**src/rtl/esl_loader_pkg.sv**
```systemverilog
// +----------------------------------------------------------------------------+
// | esl_loader_pkg: shared FSM encoding and window address helpers.            |
// | Rev 1.0                                                                    |
// +----------------------------------------------------------------------------+
`default_nettype none

`ifndef INPUT_WIDTH
`define INPUT_WIDTH 4
`endif
`ifndef INPUT_WIDTH_LOG
`define INPUT_WIDTH_LOG 2
`endif
`ifndef INPUT_HEIGHT_LOG
`define INPUT_HEIGHT_LOG 2
`endif

package esl_loader_pkg;

    typedef enum logic [1:0] {
        ST_IDLE  = 2'd0,
        ST_ISSUE = 2'd1,
        ST_DRAIN = 2'd2,
        ST_READY = 2'd3
    } loader_state_t;

    // Row pitch of the zero-padded image: K-1 guard columns per row.
    function automatic int unsigned esl_pitch(input int unsigned k);
        return `INPUT_WIDTH + k - 1;
    endfunction

    function automatic int unsigned esl_slot(input int unsigned r, input int unsigned c,
                                             input int unsigned k);
        return r * k + c;
    endfunction

endpackage

`default_nettype wire

```
**src/rtl/esl_window_addr_gen.sv**
```systemverilog
// +----------------------------------------------------------------------------+
// | esl_window_addr_gen: window fetch counters and read address/slot math.     |
// | Rev 1.0                                                                    |
// +----------------------------------------------------------------------------+
`default_nettype none

module esl_window_addr_gen
    import esl_loader_pkg::*;
#(
    parameter int KERNEL_SIZE = 3,
    parameter int ADDR_WIDTH  = 16,
    parameter int W_WIDTH     = 2,
    parameter int H_WIDTH     = 2,
    parameter int SLOT_WIDTH  = 4
) (
    input  logic                  clock,
    input  logic                  reset,
    input  logic                  clear_i,
    input  logic                  step_i,
    input  logic                  reuse_i,
    input  logic [W_WIDTH-1:0]    base_w_i,
    input  logic [H_WIDTH-1:0]    base_h_i,
    output logic [ADDR_WIDTH-1:0] addr_o,
    output logic [SLOT_WIDTH-1:0] slot_o,
    output logic                  last_o
);

    localparam int                   CNT_WIDTH = $clog2(KERNEL_SIZE + 1);
    localparam logic [CNT_WIDTH-1:0] K_LAST    = CNT_WIDTH'(KERNEL_SIZE - 1);
    localparam logic [CNT_WIDTH-1:0] CNT_ONE   = CNT_WIDTH'(1);
    localparam logic [31:0]          PITCH     = 32'(esl_pitch(KERNEL_SIZE));

    logic [CNT_WIDTH-1:0] row_q, row_d;
    logic [CNT_WIDTH-1:0] col_q, col_d;
    logic [CNT_WIDTH-1:0] col_eff;

    // A reuse fetch walks only the rightmost column, top to bottom.
    assign col_eff = reuse_i ? K_LAST : col_q;
    assign last_o  = (row_q == K_LAST) && (reuse_i || (col_q == K_LAST));
    assign addr_o  = ADDR_WIDTH'((32'(base_h_i) + 32'(row_q)) * PITCH
                                 + 32'(base_w_i) + 32'(col_eff));
    assign slot_o  = SLOT_WIDTH'(esl_slot(32'(row_q), 32'(col_eff), KERNEL_SIZE));

    always_comb begin
        row_d = row_q;
        col_d = col_q;
        if (clear_i) begin
            row_d = '0;
            col_d = '0;
        end else if (step_i) begin
            if (reuse_i || (col_q == K_LAST)) begin
                col_d = '0;
                row_d = row_q + CNT_ONE;
            end else begin
                col_d = col_q + CNT_ONE;
            end
        end
    end

    always_ff @(posedge clock) begin
        if (reset) begin
            row_q <= '0;
            col_q <= '0;
        end else begin
            row_q <= row_d;
            col_q <= col_d;
        end
    end

endmodule

`default_nettype wire

```
**src/rtl/esl_input_loader.sv**
```systemverilog
// +----------------------------------------------------------------------------+
// | esl_input_loader: fetches the KxK input window from padded image SRAM.     |
// | Optional column-shift reuse of the previous window: ESL_WINDOW_REUSE_EN.   |
// | Rev 1.0                                                                    |
// +----------------------------------------------------------------------------+
`default_nettype none

module esl_input_loader
    import esl_loader_pkg::*;
#(
    parameter int KERNEL_SIZE = 3,
    parameter int PIXEL_WIDTH = 8,
    parameter int ADDR_WIDTH  = 16
) (
    input  logic                                        clock,
    input  logic                                        reset,
    input  logic                                        input_req,
    input  logic [`INPUT_WIDTH_LOG-1:0]                 width_index,
    input  logic [`INPUT_HEIGHT_LOG-1:0]                height_index,
    output logic                                        mem_rd_en,
    output logic [ADDR_WIDTH-1:0]                       mem_addr,
    input  logic [PIXEL_WIDTH-1:0]                      mem_rd_data,
    output logic [KERNEL_SIZE*KERNEL_SIZE*PIXEL_WIDTH-1:0] window_data,
    output logic                                        input_ready
);

    localparam int N          = KERNEL_SIZE * KERNEL_SIZE;
    localparam int WW         = `INPUT_WIDTH_LOG;
    localparam int HW         = `INPUT_HEIGHT_LOG;
    localparam int SLOT_WIDTH = (N > 1) ? $clog2(N) : 1;

    loader_state_t         state_q, state_d;
    logic [WW-1:0]         w_q, w_d;
    logic [HW-1:0]         h_q, h_d;
    logic                  reuse_q, reuse_d, reuse_now;
    logic                  rd_en_q, rd_en_d;
    logic [ADDR_WIDTH-1:0] addr_q, addr_d;
    logic [SLOT_WIDTH-1:0] rd_slot_q, rd_slot_d;
    logic                  last_q, last_d;
    logic                  cap_en_q;
    logic [SLOT_WIDTH-1:0] cap_slot_q;
    logic [N*PIXEL_WIDTH-1:0] window_q;

    logic                  step, clear, shift;
    logic [WW-1:0]         gen_w;
    logic [HW-1:0]         gen_h;
    logic                  gen_reuse;
    logic [ADDR_WIDTH-1:0] gen_addr;
    logic [SLOT_WIDTH-1:0] gen_slot;
    logic                  gen_last;

`ifdef ESL_WINDOW_REUSE_EN
    logic          hist_valid_q;
    logic [WW:0]   w_next;

    // History becomes valid once a window has been fully assembled.
    always_ff @(posedge clock) begin
        if (reset) begin
            hist_valid_q <= 1'b0;
        end else if (state_q == ST_DRAIN) begin
            hist_valid_q <= 1'b1;
        end
    end

    assign w_next    = {1'b0, w_q} + (WW+1)'(1);
    assign reuse_now = hist_valid_q && ({1'b0, width_index} == w_next) && (height_index == h_q);
`else
    assign reuse_now = 1'b0;
`endif

    // The first read is issued straight from the request inputs in IDLE.
    assign gen_w     = (state_q == ST_IDLE) ? width_index  : w_q;
    assign gen_h     = (state_q == ST_IDLE) ? height_index : h_q;
    assign gen_reuse = (state_q == ST_IDLE) ? reuse_now    : reuse_q;
    assign step      = ((state_q == ST_IDLE) && input_req) || ((state_q == ST_ISSUE) && !last_q);
    assign clear     = !step && (state_q != ST_ISSUE);
    assign shift     = (state_q == ST_IDLE) && input_req && reuse_now;

    esl_window_addr_gen #(
        .KERNEL_SIZE (KERNEL_SIZE),
        .ADDR_WIDTH  (ADDR_WIDTH),
        .W_WIDTH     (WW),
        .H_WIDTH     (HW),
        .SLOT_WIDTH  (SLOT_WIDTH)
    ) u_addr_gen (
        .clock    (clock),
        .reset    (reset),
        .clear_i  (clear),
        .step_i   (step),
        .reuse_i  (gen_reuse),
        .base_w_i (gen_w),
        .base_h_i (gen_h),
        .addr_o   (gen_addr),
        .slot_o   (gen_slot),
        .last_o   (gen_last)
    );

    always_comb begin
        state_d   = state_q;
        w_d       = w_q;
        h_d       = h_q;
        reuse_d   = reuse_q;
        rd_en_d   = 1'b0;
        addr_d    = addr_q;
        rd_slot_d = rd_slot_q;
        last_d    = last_q;
        unique case (state_q)
            ST_IDLE: begin
                if (input_req) begin
                    state_d = ST_ISSUE;
                    w_d     = width_index;
                    h_d     = height_index;
                    reuse_d = reuse_now;
                end
            end
            ST_ISSUE: begin
                if (last_q) begin
                    state_d = ST_DRAIN;
                end
            end
            ST_DRAIN: state_d = ST_READY;
            ST_READY: begin
                if (!input_req) begin
                    state_d = ST_IDLE;
                end
            end
            default: state_d = ST_IDLE;
        endcase
        if (step) begin
            rd_en_d   = 1'b1;
            addr_d    = gen_addr;
            rd_slot_d = gen_slot;
            last_d    = gen_last;
        end
    end

    always_ff @(posedge clock) begin
        if (reset) begin
            state_q    <= ST_IDLE;
            w_q        <= '0;
            h_q        <= '0;
            reuse_q    <= 1'b0;
            rd_en_q    <= 1'b0;
            addr_q     <= '0;
            rd_slot_q  <= '0;
            last_q     <= 1'b0;
            cap_en_q   <= 1'b0;
            cap_slot_q <= '0;
            window_q   <= '0;
        end else begin
            state_q    <= state_d;
            w_q        <= w_d;
            h_q        <= h_d;
            reuse_q    <= reuse_d;
            rd_en_q    <= rd_en_d;
            addr_q     <= addr_d;
            rd_slot_q  <= rd_slot_d;
            last_q     <= last_d;
            cap_en_q   <= rd_en_q;
            cap_slot_q <= rd_slot_q;
            if (shift) begin
                for (int r = 0; r < KERNEL_SIZE; r++) begin
                    for (int c = 0; c < KERNEL_SIZE - 1; c++) begin
                        window_q[(r*KERNEL_SIZE+c)*PIXEL_WIDTH +: PIXEL_WIDTH] <=
                            window_q[(r*KERNEL_SIZE+c+1)*PIXEL_WIDTH +: PIXEL_WIDTH];
                    end
                end
            end
            if (cap_en_q) begin
                window_q[cap_slot_q*PIXEL_WIDTH +: PIXEL_WIDTH] <= mem_rd_data;
            end
        end
    end

    assign mem_rd_en   = rd_en_q;
    assign mem_addr    = addr_q;
    assign window_data = window_q;
    assign input_ready = (state_q == ST_READY);

endmodule

`default_nettype wire

```
**config.mk**
```make
export PLATFORM = sky130hd
export DESIGN_NAME = esl_input_loader
export DESIGN_NICKNAME = d
export VERILOG_FILES = /design/src/rtl/esl_loader_pkg.sv /design/src/rtl/esl_window_addr_gen.sv /design/src/rtl/esl_input_loader.sv
export SDC_FILE = /design/constraint.sdc
export NUM_CORES = 1
export LEC_CHECK = 0
export CORE_ASPECT_RATIO = 0.75
export CORE_MARGIN = 8
export CORE_UTILIZATION = 51
export DETAILED_ROUTE_END_ITERATION = 7
export GPL_TIMING_DRIVEN = 0
export PLACE_DENSITY = 0.89
export SYNTH_ARGS = -nofsm -noshare
export SYNTH_HDL_FRONTEND = slang
export SYNTH_HIERARCHICAL = 1
export SYNTH_SLANG_ARGS = --single-unit
```
**constraint.sdc**
```tcl
create_clock -name clock -period 4.6 [get_ports clock]
set_input_delay 0.46 -clock clock [delete_from_list [all_inputs] [get_ports clock]]
set_output_delay 0.46 -clock clock [all_outputs]
set_load 0.01 [all_outputs]
```
==> run_1/registers.png <==
Bar = 50 um.
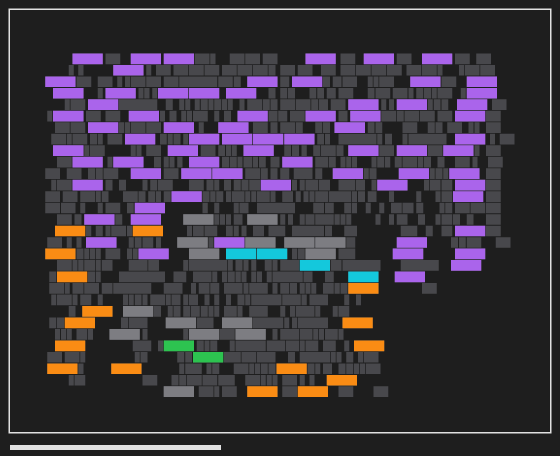
- rd_slot_q: cyan (sequential cells 4; where centre)
- mem_addr: orange (sequential cells 16)
- w_q: green (sequential cells 2)
- window_data: purple (sequential cells 72)
- not coloured: 15
utilization of the core after routing: 0.688
flop share of the area: 0.349

==> run_1/drive_strength.png <==
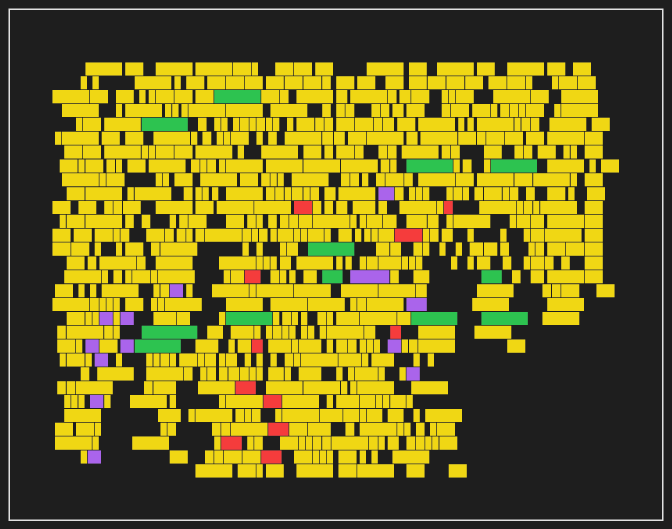
- drive 2: red (cells 11; share 1.6%; most used mux2_2)
- drive 6 and up: green (cells 12; share 1.8%; most used clkbuf_16)
- drive 1 or less: yellow (cells 645; share 95%; most used dfxtp_1)
- drive 3 to 4: purple (cells 13; share 1.9%; most used buf_4)
layout-stage area growth over the synthesis result: 30.3%
post-layout worst setup margin: 0.887 ns

==> notes.md, run 1 <==
Flow results.

- In this run, power in the clock network comes to 769 uW.
- Non-clock inverters in the final layout number 29.
- In this run, the synthesized area fraction spent on and/or/nand/nor cells is recorded as 0.215.
- The flip-flop and latch count after synthesis is 109.
- The worst-case headroom to the max-slew limit is 0.360.
- Per the detail_route report, DRC violations left total 0.
- The share of the synthesized area in the top cell type is 0.455.
- Looking at the clock tree report, the root buffer type is sky130_fd_sc_hd__clkbuf_16.
- The combinational power reported by the tool is 972 uW.
- The initial antenna violation count is 0.
- At the worst endpoint, the required time is 4.87 ns.
- The number of distinct library cells after synthesis is 42.
- For this run, the top clock speed supported by timing is 0.269 GHz.
- The multi-input gate share of the layout cell area is 0.372.
- Per the final timing report, the hold violations number 0.
- The flow ran to the end, and the final reports show no timing, DRC or antenna violations.
- The number of clock sinks is 109.
- The source of the worst hold timing path is rd_slot_q[1].
- The power report attributes to the combinational group a share of 0.343.
- The share of total power consumed by net switching is 0.346.
- The parity-gate share of the synthesized area counting xor and xnor cells is 0.0128.
- For the worst reg-to-reg path, the startpoint reported by OpenROAD is state_q[0].
- Setup repair after global routing left no endpoint under its margin.
- Sorting the synthesized cells by how often they occur yields 109 x sky130_fd_sc_hd__dfxtp_1, 107 x sky130_fd_sc_hd__nand2_1, 58 x sky130_fd_sc_hd__a21oi_1, 53 x sky130_fd_sc_hd__nand3_1, 36 x sky130_fd_sc_hd__clkbuf_1.
- Counting cells, the worst reg-to-reg path comes to 13.
- For reference, the mux area share after synthesis is 0.0783.
- After clock tree synthesis, the setup repair step added 0 buffers.
- The horizontal die size is 128 um.
- For this block, the routed nets add up to 13500 um of wire.
- The post-route setup TNS is 0 ns.
- The area taken by flip-flops and latches is 2180 um2.
- After synthesis the cells add up to 4790 um2.
- For this run, the number of Yosys warnings is 6.
- The most area-hungry cell type in the Yosys netlist is sky130_fd_sc_hd__dfxtp_1.
- According to the floorplan log, the row count is 30.
- The multi-input combinational gate total is 384.
==> run_1/final_placement.png <==
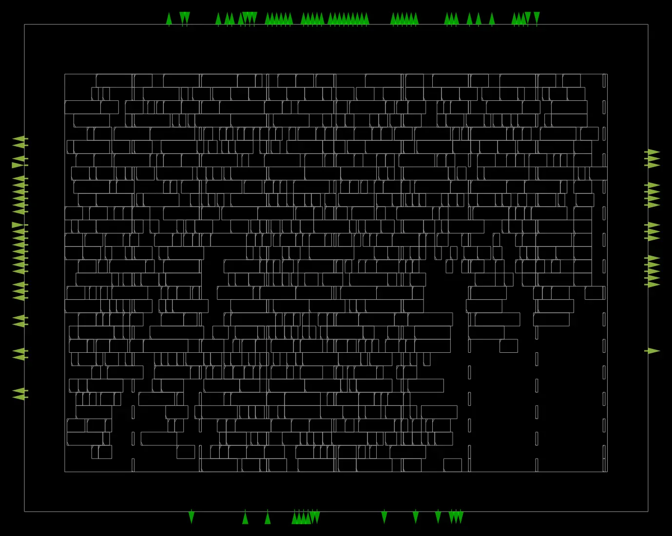
core region area: 9080 um2
filler instances: 714
# Taps: 128
flip-flop and latch count: 109
Cell Count, Final, Fillers Out: 809

==> run_1/wire_density.png <==
The die is cut into 26 by 20 equal tiles; dark blue is low, red is high, scaled to the fullest tile. Values are wire area over tile area, all layers added.
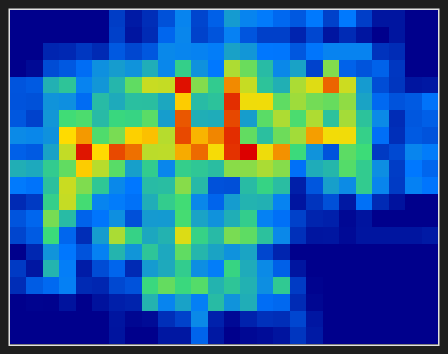
- tiles over half the peak: 17%
- densest ninth of the die: centre
- mean over tiles: 0.17
- nearly empty tiles: 19%
- fullest tile: 0.64
- emptiest ninth of the die: lower right
overall via count from detail_route: 4370
all-layer global routing usage: 0.211

## run 1: worst max-delay path, stage by stage (launching register included)
cell and delay [ns]:
sky130_fd_sc_hd__dfxtp_1 0.34, sky130_fd_sc_hd__inv_1 0.12, sky130_fd_sc_hd__ha_1 0.21, sky130_fd_sc_hd__clkbuf_1 0.39
sky130_fd_sc_hd__mux2_2 0.41, sky130_fd_sc_hd__ha_1 0.21, sky130_fd_sc_hd__fa_1 0.53, sky130_fd_sc_hd__ha_1 0.16
sky130_fd_sc_hd__inv_1 0.05, sky130_fd_sc_hd__fa_1 0.37, sky130_fd_sc_hd__xor2_1 0.19, sky130_fd_sc_hd__nor4b_1 0.43
sky130_fd_sc_hd__nand2_1 0.10, sky130_fd_sc_hd__a21oi_1 0.16
## run 1: metal layers
layer / GRT usage / vias to the layer above / part of all wire
li1: - / 2066 / -
met5: 0 / - / 0
met2: 0.356 / 202 / 0.49
met1: 0.245 / 2072 / 0.40
met3: 0.0689 / 30 / 0.089
met4: 0.0756 / 0 / 0.021
## run 1: layout by cell type, fill, tap and decap left out, types with 17 or more instances in the layout
| cell | instances |
|---|---|
| sky130_fd_sc_hd__nand3_1 | 53 |
| sky130_fd_sc_hd__ha_1 | 17 |
| sky130_fd_sc_hd__clkdlybuf4s50_1 | 96 |
| sky130_fd_sc_hd__mux2i_1 | 33 |
| sky130_fd_sc_hd__clkbuf_1 | 38 |
| sky130_fd_sc_hd__nand2_1 | 107 |
| sky130_fd_sc_hd__dfxtp_1 | 109 |
| sky130_fd_sc_hd__inv_1 | 29 |
| sky130_fd_sc_hd__a21oi_1 | 58 |
| sky130_fd_sc_hd__nor2_1 | 24 |
==> inputs of run 2 (changes only) <==
CORE_UTILIZATION = 46   (was 51)
PLACE_DENSITY = 0.86   (was 0.89)
clock period = 3.3 ns   (was 4.6 ns; I/O delays follow)
==> notes.md, run 2 <==
Flow results.

- The flow ran to the end, and the final reports show no timing, DRC or antenna violations.
- For reference, the top cells by count after synthesis are 109 x sky130_fd_sc_hd__dfxtp_1, 107 x sky130_fd_sc_hd__nand2_1, 58 x sky130_fd_sc_hd__a21oi_1, 53 x sky130_fd_sc_hd__nand3_1, 36 x sky130_fd_sc_hd__clkbuf_1.
- The slowest stage of the critical path belongs to the cell sky130_fd_sc_hd__fa_1.
- The horizontal die size is 134 um.
- Measured on the finished design, the core utilization comes to 0.621.
- The number of distinct library cells after synthesis is 42.
- After detailed routing, the number of remaining DRC violations is 0.
- The combined area of all synthesized cells is 4790 um2.
- In this run the top signal layer used is met4.
- The core region is 10200 um2.
- The area added between synthesis and finish is 32.3%.
- The synthesis stat section lists a flop and latch total of 109.
- The kind of cell adding the most delay to the critical path is adder cells.
- Per the CTS log, the root buffer master is sky130_fd_sc_hd__clkbuf_16.
- The top cell types in the final layout, fill and taps aside, are 107 x sky130_fd_sc_hd__nand2_1, 107 x sky130_fd_sc_hd__dfxtp_1, 96 x sky130_fd_sc_hd__clkdlybuf4s50_1.
- Hold-check failures listed in the final report amount to 0.
- Setup repair after global routing left no endpoint under its margin.
- The share of the synthesized area in the top cell type is 0.455.
- The OpenROAD warning count is 31.
- The count of cells in the finished layout, fillers not included, comes to 819.
- The routed wirelength on the met1 layer is recorded as 5660 um.
- The adder and majority cell fraction of the synthesized area is 0.0694.
- Headroom to the max-slew limit came out at 0.393.
- The report puts the hold buffer count at CTS at 0.
- Per the detail_route log, met2 wirelength is 6610 um.
- The report lists the cells along the critical path as inv_2, ha_4, clkbuf_8, mux2_2, ha_2, fa_1, ha_1, inv_1, fa_2, xor2_2, nor4b_2, nand2_1, a21oi_2.
- The parity-gate share of the synthesized area counting xor and xnor cells is 0.0128.
- The total length of routed wires is 13600 um.
- The critical path endpoint has a required time of 3.58 ns.
- The switching portion of total power comes to 0.343.
- The yosys warning tally is 6.
- The simple-gate share of the synthesized area is 0.215.
- The largest incremental delay on the critical path is 0.52 ns.
- Yosys reports the multiplexer fraction of the synthesized area as 0.0783.
- The routed design uses 1030 um of met3 wire.
- The initial antenna violation count is 0.
- The critical path contains buffers and inverters numbering 3 combined.
- The share of total power dissipated in combinational logic is 0.357.
- Timing would allow up to 0.315 GHz.
- According to the floorplan log, the row count is 32.
- The synthesized design spends more area on one cell type than any other, namely sky130_fd_sc_hd__dfxtp_1.
- TritonCTS reports the number of clock sinks as 109.
[run 2: cell count changes in the layout (fill, tap and decap cells not counted), sizes merged]
cell / change
buf: +2
clkbuf: +1
clkinvlp: -1
[run 2: layout make-up]
class / count / area (um2) / area share
buffer: 48 / 233 / 0.0367
clock buffer: 12 / 256 / 0.0404
clock inverter: 3 / 43.8 / 0.00690
inverter: 29 / 109 / 0.0172
multi-input combinational: 384 / 2370 / 0.373
sequential: 109 / 2180 / 0.344
tap: 136 / 170 / 0.0268
timing repair buffer: 98 / 980 / 0.154
[run 2: power by group through the flow]
stage                     Clock [uW]  Sequential [uW]  Combinational [uW]
after floorplan                    0             1570                 916
after CTS                       1110             1530                1410
after global routing            1170             1550                1630
final                           1100             1530                1460
after detailed placement           0             1560                1340
after global placement             0             1540                1270
[run 2: worst paths after layout]
| check | cells past startpoint | endpoint | startpoint | slack, ns |
|---|---|---|---|---|
| worst max-delay path | 13 | mem_addr[6] | state_q[0] | 0.13 |
| worst min-delay path | 3 | h_q[0] | input_req | 0.37 |
| worst max register to register | 13 | mem_addr[6] | state_q[0] | 0.13 |
| worst min register to register | 2 | window_data[15] | window_data[15] | 0.46 |
[run 2: layer usage]
metal | vias up | GRT usage
met5 | - | 0
met4 | 0 | 0.0727
met3 | 24 | 0.0647
met2 | 137 | 0.329
met1 | 2056 | 0.217
li1 | 2083 | -
[run 2: repair_timing]
item / CTS / global route
setup buffers: 2 / 0
cloned: 0 / 0
pin swaps: 5 / 3
setup endpoints to repair: 5 / 3
gates resized: 12 / 6
[run 2: stage by stage]
stage | setup slack (ns) | TNS [ns]
global placement | -0.218 | -0.360
detailed placement | -0.357 | -0.806
global route | 0.00628 | 0
finish | 0.125 | 0
CTS | 0.00359 | 0
floorplan | 0.0664 | 0
==> run_2/wire_density.png <==
The die is cut into 27 by 21 equal tiles; dark blue is low, red is high, scaled to the fullest tile. Values are wire area over tile area, all layers added.
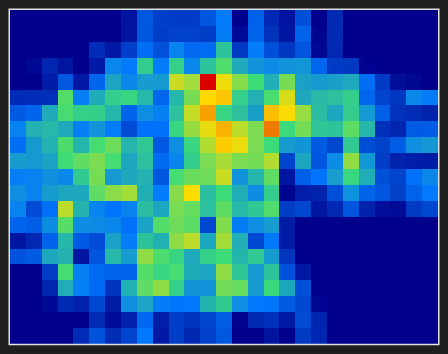
- tiles over half the peak: 14%
- fullest tile: 0.65
- densest ninth of the die: centre
all-layer global routing usage: 0.192
overall via count from detail_route: 4300

Power figures rest on the tool's default switching activity, not on a simulated workload.
